$ cat config.mk
export PLATFORM = sky130hd
export DESIGN_NAME = mem_unit
export DESIGN_NICKNAME = d
export VERILOG_FILES = /design/src/rtl/mem_pkg.sv /design/src/rtl/mem_array.sv /design/src/rtl/mem_unit.sv
export SDC_FILE = /design/constraint.sdc
export NUM_CORES = 2
export LEC_CHECK = 0
export CORE_UTILIZATION = 30
export CTS_CLUSTER_DIAMETER = 50
export DETAILED_ROUTE_END_ITERATION = 10
export GPL_TIMING_DRIVEN = 1
export HOLD_SLACK_MARGIN = 0.05
export PLACE_DENSITY_LB_ADDON = 0.08
export REMOVE_ABC_BUFFERS = 1
export SLEW_MARGIN = 30
export SYNTH_ARGS = -nofsm -noshare
export SYNTH_HDL_FRONTEND = slang
export SYNTH_HIERARCHICAL = 1
export SYNTH_SLANG_ARGS = --single-unit
$ cat constraint.sdc
create_clock -name clk -period 5.8 [get_ports clk]
set_clock_uncertainty 0.05 [all_clocks]
set_input_delay 0.87 -clock clk [delete_from_list [all_inputs] [get_ports clk]]
set_output_delay 0.87 -clock clk [all_outputs]
set_load 0.05 [all_outputs]
$ cat src/rtl/mem_pkg.sv
// Shared types and constants for the memory unit: FSM state encoding,
// default geometry/timing, and the even-parity helper.
package mem_pkg;

    typedef enum logic [1:0] {
        IDLE,
        WAIT,
        ACCESS,
        ACK
    } state_t;

    localparam int DEF_AW          = 8;
    localparam int DEF_DW          = 16;
    localparam int DEF_WAIT_CYCLES = 2;

    // Even parity bit of a word up to 64 bits; callers zero-extend narrower
    // words, which leaves the parity unchanged.
    function automatic logic even_parity(input logic [63:0] d);
        return ^d;
    endfunction

endpackage

$ cat src/rtl/mem_array.sv
// Synchronous single-port RAM: one write port, registered read.
// Storage is never reset; only the read register clears on rst.
module mem_array #(
    parameter int AW = 8,
    parameter int MW = 16
) (
    input  logic          clk,
    input  logic          rst,
    input  logic          we,
    input  logic          re,
    input  logic [AW-1:0] addr,
    input  logic [MW-1:0] wdata,
    output logic [MW-1:0] rdata
);

    logic [MW-1:0] mem [2**AW];

    // Write port; contents survive reset
    always_ff @(posedge clk) begin
        if (we) begin
            mem[addr] <= wdata;
        end
    end

    // Registered read; holds its value until the next read
    always_ff @(posedge clk) begin
        if (rst) begin
            rdata <= '0;
        end else if (re) begin
            rdata <= mem[addr];
        end
    end

endmodule

$ cat src/rtl/mem_unit.sv
// Memory unit between MAR/MBR and a word-addressed RAM with configurable
// wait states. Define MEM_PARITY_EN to store a parity bit per word and
// report read parity errors; otherwise parity_err is tied low.
module mem_unit
    import mem_pkg::*;
#(
    parameter int AW          = DEF_AW,
    parameter int DW          = DEF_DW,
    parameter int WAIT_CYCLES = DEF_WAIT_CYCLES
) (
    input  logic          clk,
    input  logic          rst,
    input  logic          req,
    input  logic          we,
    input  logic [AW-1:0] addr,
    input  logic [DW-1:0] wdata,
    output logic [DW-1:0] rdata,
    output logic          ack,
    output logic          busy,
    output logic          parity_err,
    input  logic          inj_perr
);

`ifdef MEM_PARITY_EN
    localparam int MW = DW + 1;
`else
    localparam int MW = DW;
`endif

    // Last counter value spent in WAIT; unused when WAIT_CYCLES is 0
    localparam logic [3:0] WC_LAST = (WAIT_CYCLES == 0) ? 4'd0 : 4'(WAIT_CYCLES - 1);

    state_t        state;
    state_t        state_nx;
    logic [3:0]    cnt;
    logic          we_q;
    logic [AW-1:0] addr_q;
    logic [DW-1:0] wdata_q;
    logic          mem_we;
    logic          mem_re;
    logic [MW-1:0] mem_wword;
    logic [MW-1:0] mem_rword;

    // State register and wait-state counter
    always_ff @(posedge clk) begin
        if (rst) begin
            state <= IDLE;
            cnt   <= '0;
        end else begin
            state <= state_nx;
            if (state == WAIT) begin
                cnt <= cnt + 4'd1;
            end else begin
                cnt <= '0;
            end
        end
    end

    // Request capture; only IDLE accepts, so inputs are ignored while busy
    always_ff @(posedge clk) begin
        if (!rst && state == IDLE && req) begin
            we_q    <= we;
            addr_q  <= addr;
            wdata_q <= wdata;
        end
    end

    // Next-state and RAM strobes
    always_comb begin
        state_nx = state;
        mem_we   = 1'b0;
        mem_re   = 1'b0;
        case (state)
            IDLE: begin
                if (req) begin
                    state_nx = (WAIT_CYCLES == 0) ? ACCESS : WAIT;
                end
            end
            WAIT: begin
                if (cnt == WC_LAST) begin
                    state_nx = ACCESS;
                end
            end
            ACCESS: begin
                mem_we   = we_q;
                mem_re   = !we_q;
                state_nx = ACK;
            end
            ACK: begin
                state_nx = IDLE;
            end
            default: begin
                state_nx = IDLE;
            end
        endcase
    end

    assign ack  = (state == ACK);
    assign busy = (state != IDLE);

`ifdef MEM_PARITY_EN
    logic inj_q;

    // Parity-injection flag captured with the request
    always_ff @(posedge clk) begin
        if (!rst && state == IDLE && req) begin
            inj_q <= inj_perr;
        end
    end

    assign mem_wword  = {even_parity(64'(wdata_q)) ^ inj_q, wdata_q};
    assign rdata      = mem_rword[DW-1:0];
    // Read register only loads on a read, so the flag holds until the next read
    assign parity_err = even_parity(64'(mem_rword[DW-1:0])) ^ mem_rword[DW];
`else
    logic unused_inj;

    assign unused_inj = inj_perr;
    assign mem_wword  = wdata_q;
    assign rdata      = mem_rword;
    assign parity_err = 1'b0;
`endif

    mem_array #(
        .AW(AW),
        .MW(MW)
    ) u_mem_array (
        .clk  (clk),
        .rst  (rst),
        .we   (mem_we && !rst),
        .re   (mem_re),
        .addr (addr_q),
        .wdata(mem_wword),
        .rdata(mem_rword)
    );

endmodule
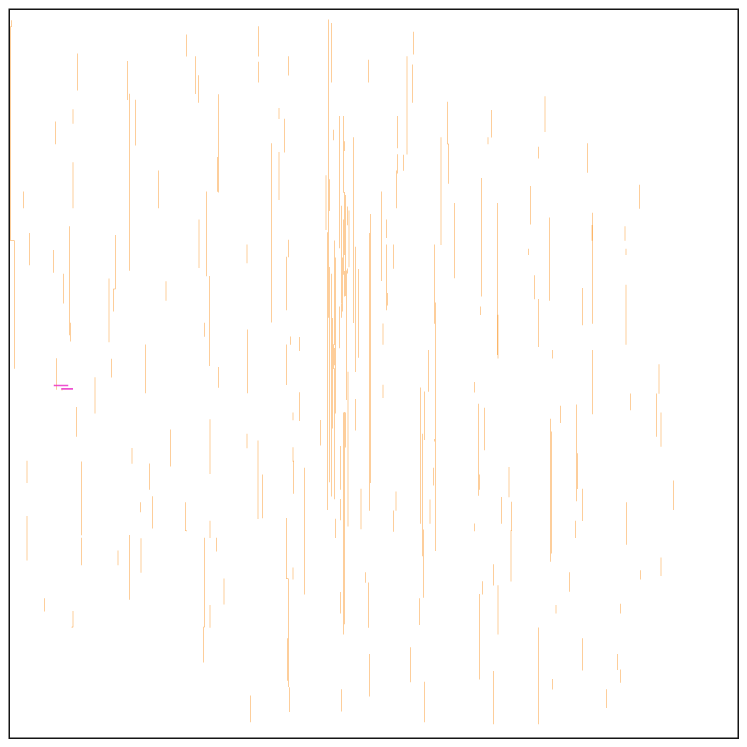
Figure 1: metal layers overlaid.
(1 px per um) Two of the layers only.
| color | layer | wire length |
|---|---|---|
| orange | M4 | 12300 um |
| magenta | M5 | 23.0 um |

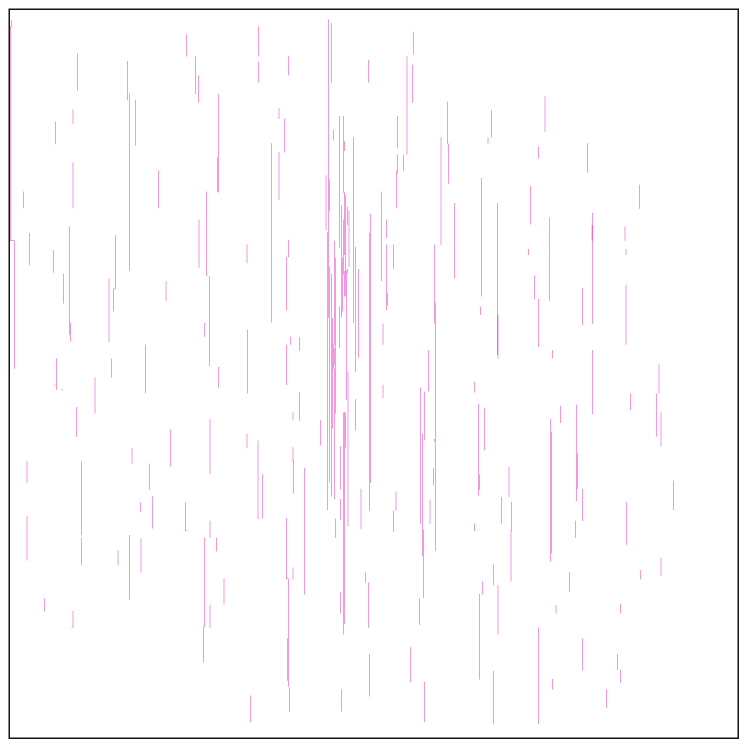
Figure 2: signal wires on met4.
(1 px per um)
main direction: vertical
nets with wire on the layer: 114
share of all routed wire: 2.4%
wire length on this layer: 12300 um
longest straight run: 298 um
Vias: 77567
final wirelength: 507000 um

==> impl_metrics.csv <==
group,metric,value,unit
run_status,outcome,"completed",
timing,hold_slack,0.324,ns
worst_setup_path,start_kind,"flop",
power_and_ir_drop,swShare,0.247,
synthesis,yosys-top-cells-count,"4121 x edfxtp_1, 934 x mux4_2, 308 x nor2_1",
timing,maxSlewHeadroom,0.255,
die,fp_util,0.301,
power_and_ir_drop,power_top_consumer,"registers",
cts,clockBufferDepth,4,
route,drt_drc_violations_left,0,
synthesis,netlist_top_cells_area,"edfxtp_1 78%, mux4_2 13%, mux2i_1 1.3%",
cts,cts_hold_buf,1,
synthesis,synth_top_area_share,0.784,
route,ant_nets,0,
synthesis,yosys.stat.seqShare,0.787,
power_and_ir_drop,p_per_area,390,nW/um^2
cts,cts_setup_buffers,0,
power_and_ir_drop,clockPowerShare,0.442,
worst_setup_path,end_kind,"flop",
place,io_buffers,45,
global_routing,gr-usage-all-layers,0.188,
timing,final-hold-violation-count,0,
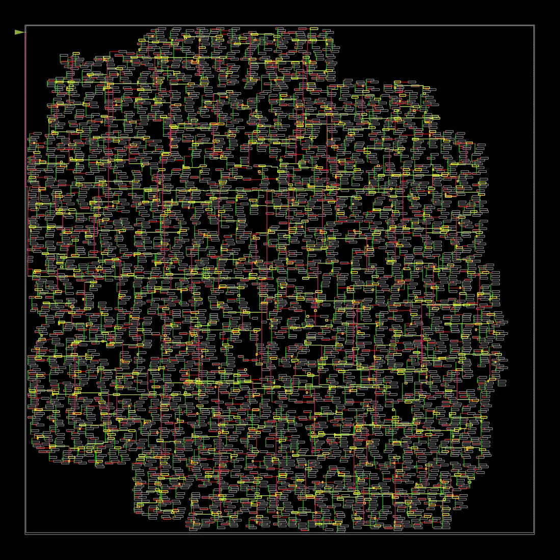
Figure 3: clock nets.
flip-flops: 4143
clk pwr: 32.5 mW
cts bufs inserted: 530
clock buffers: 638
clk ins delay skew pair: 1.07 ns

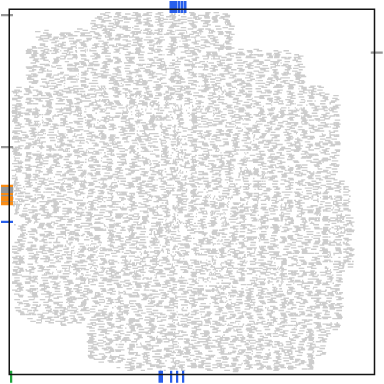
Figure 4: ports around the boundary.
(0.5 px per um) Pins as bars across the die edge, other pins in gray.
| color | port | pins | direction | edge |
|---|---|---|---|---|
| green | inj_perr | 1 | input | bottom |
| orange | addr | 8 | input | left |
| blue | rdata | 16 | output | 10 top, 5 bottom, 1 left |
all pins by edge: 31 left, 10 top, 6 bottom, 1 right

path summary, 6_finish.rpt:
kind | slack [ns] | cells after the start | endpoint
hold reg to reg | 0.43 | 1 | cnt[0]
setup / recovery | 0.88 | 8 | u_mem_array/rdata[1]
setup reg to reg | 0.88 | 8 | u_mem_array/rdata[1]
hold / removal | 0.32 | 1 | mem_wword[13]
state kept, by name, indices dropped and copies added, names as in the netlist:
signal and count:
state 2, addr_q 8, cnt 4, u_mem_array/rdata 16, mem_wword 16, u_mem_array/mem 4096
we_q 1
worst max-delay path: cells and delay by family, from the launching register on:
family | cells | cell delay, ns
compound gates | 3 | 1.82
simple gates | 2 | 0.94
flops | 1 | 0.61
buf+inv | 2 | 0.59
mux | 1 | 0.56
cell usage in the layout (no fill, tap or decap), drive strengths merged, types with 23 or more instances in the layout:
cell / instances
edfxtp: 4121
mux4: 934
clkbuf: 638
buf: 601
nor2: 308
o22ai: 239
mux2i: 211
clkinv: 196
nand2: 130
a22oi: 108
nor3: 74
bufinv: 49
inv: 49
nand3: 48
o21ai: 46
clkdlybuf4s50: 44
nor4: 42
a221oi: 38
a21oi: 34
o221ai: 27
clkinvlp: 26
o22a: 23
metal layers:
| layer | up-vias | track usage | share of wire |
|---|---|---|---|
| met3 | 586 | 0.0295 | 0.052 |
| li1 | 31958 | - | - |
| met4 | 4 | 0.0435 | 0.024 |
| met2 | 2122 | 0.303 | 0.47 |
| met5 | - | 0 | 0.000045 |
| met1 | 42897 | 0.269 | 0.45 |
cell type report:
type,count,share of cell area
Tap cell,6968,0.0463
Multi-Input combinational cell,2533,0.172
Sequential cell,4143,0.659
Inverter,10,0.000212
Clock buffer,638,0.0740
Timing Repair Buffer,646,0.0308
Clock inverter,310,0.0177
Antenna cell,19,0.000252
Power is estimated from default activity; no workload was simulated.
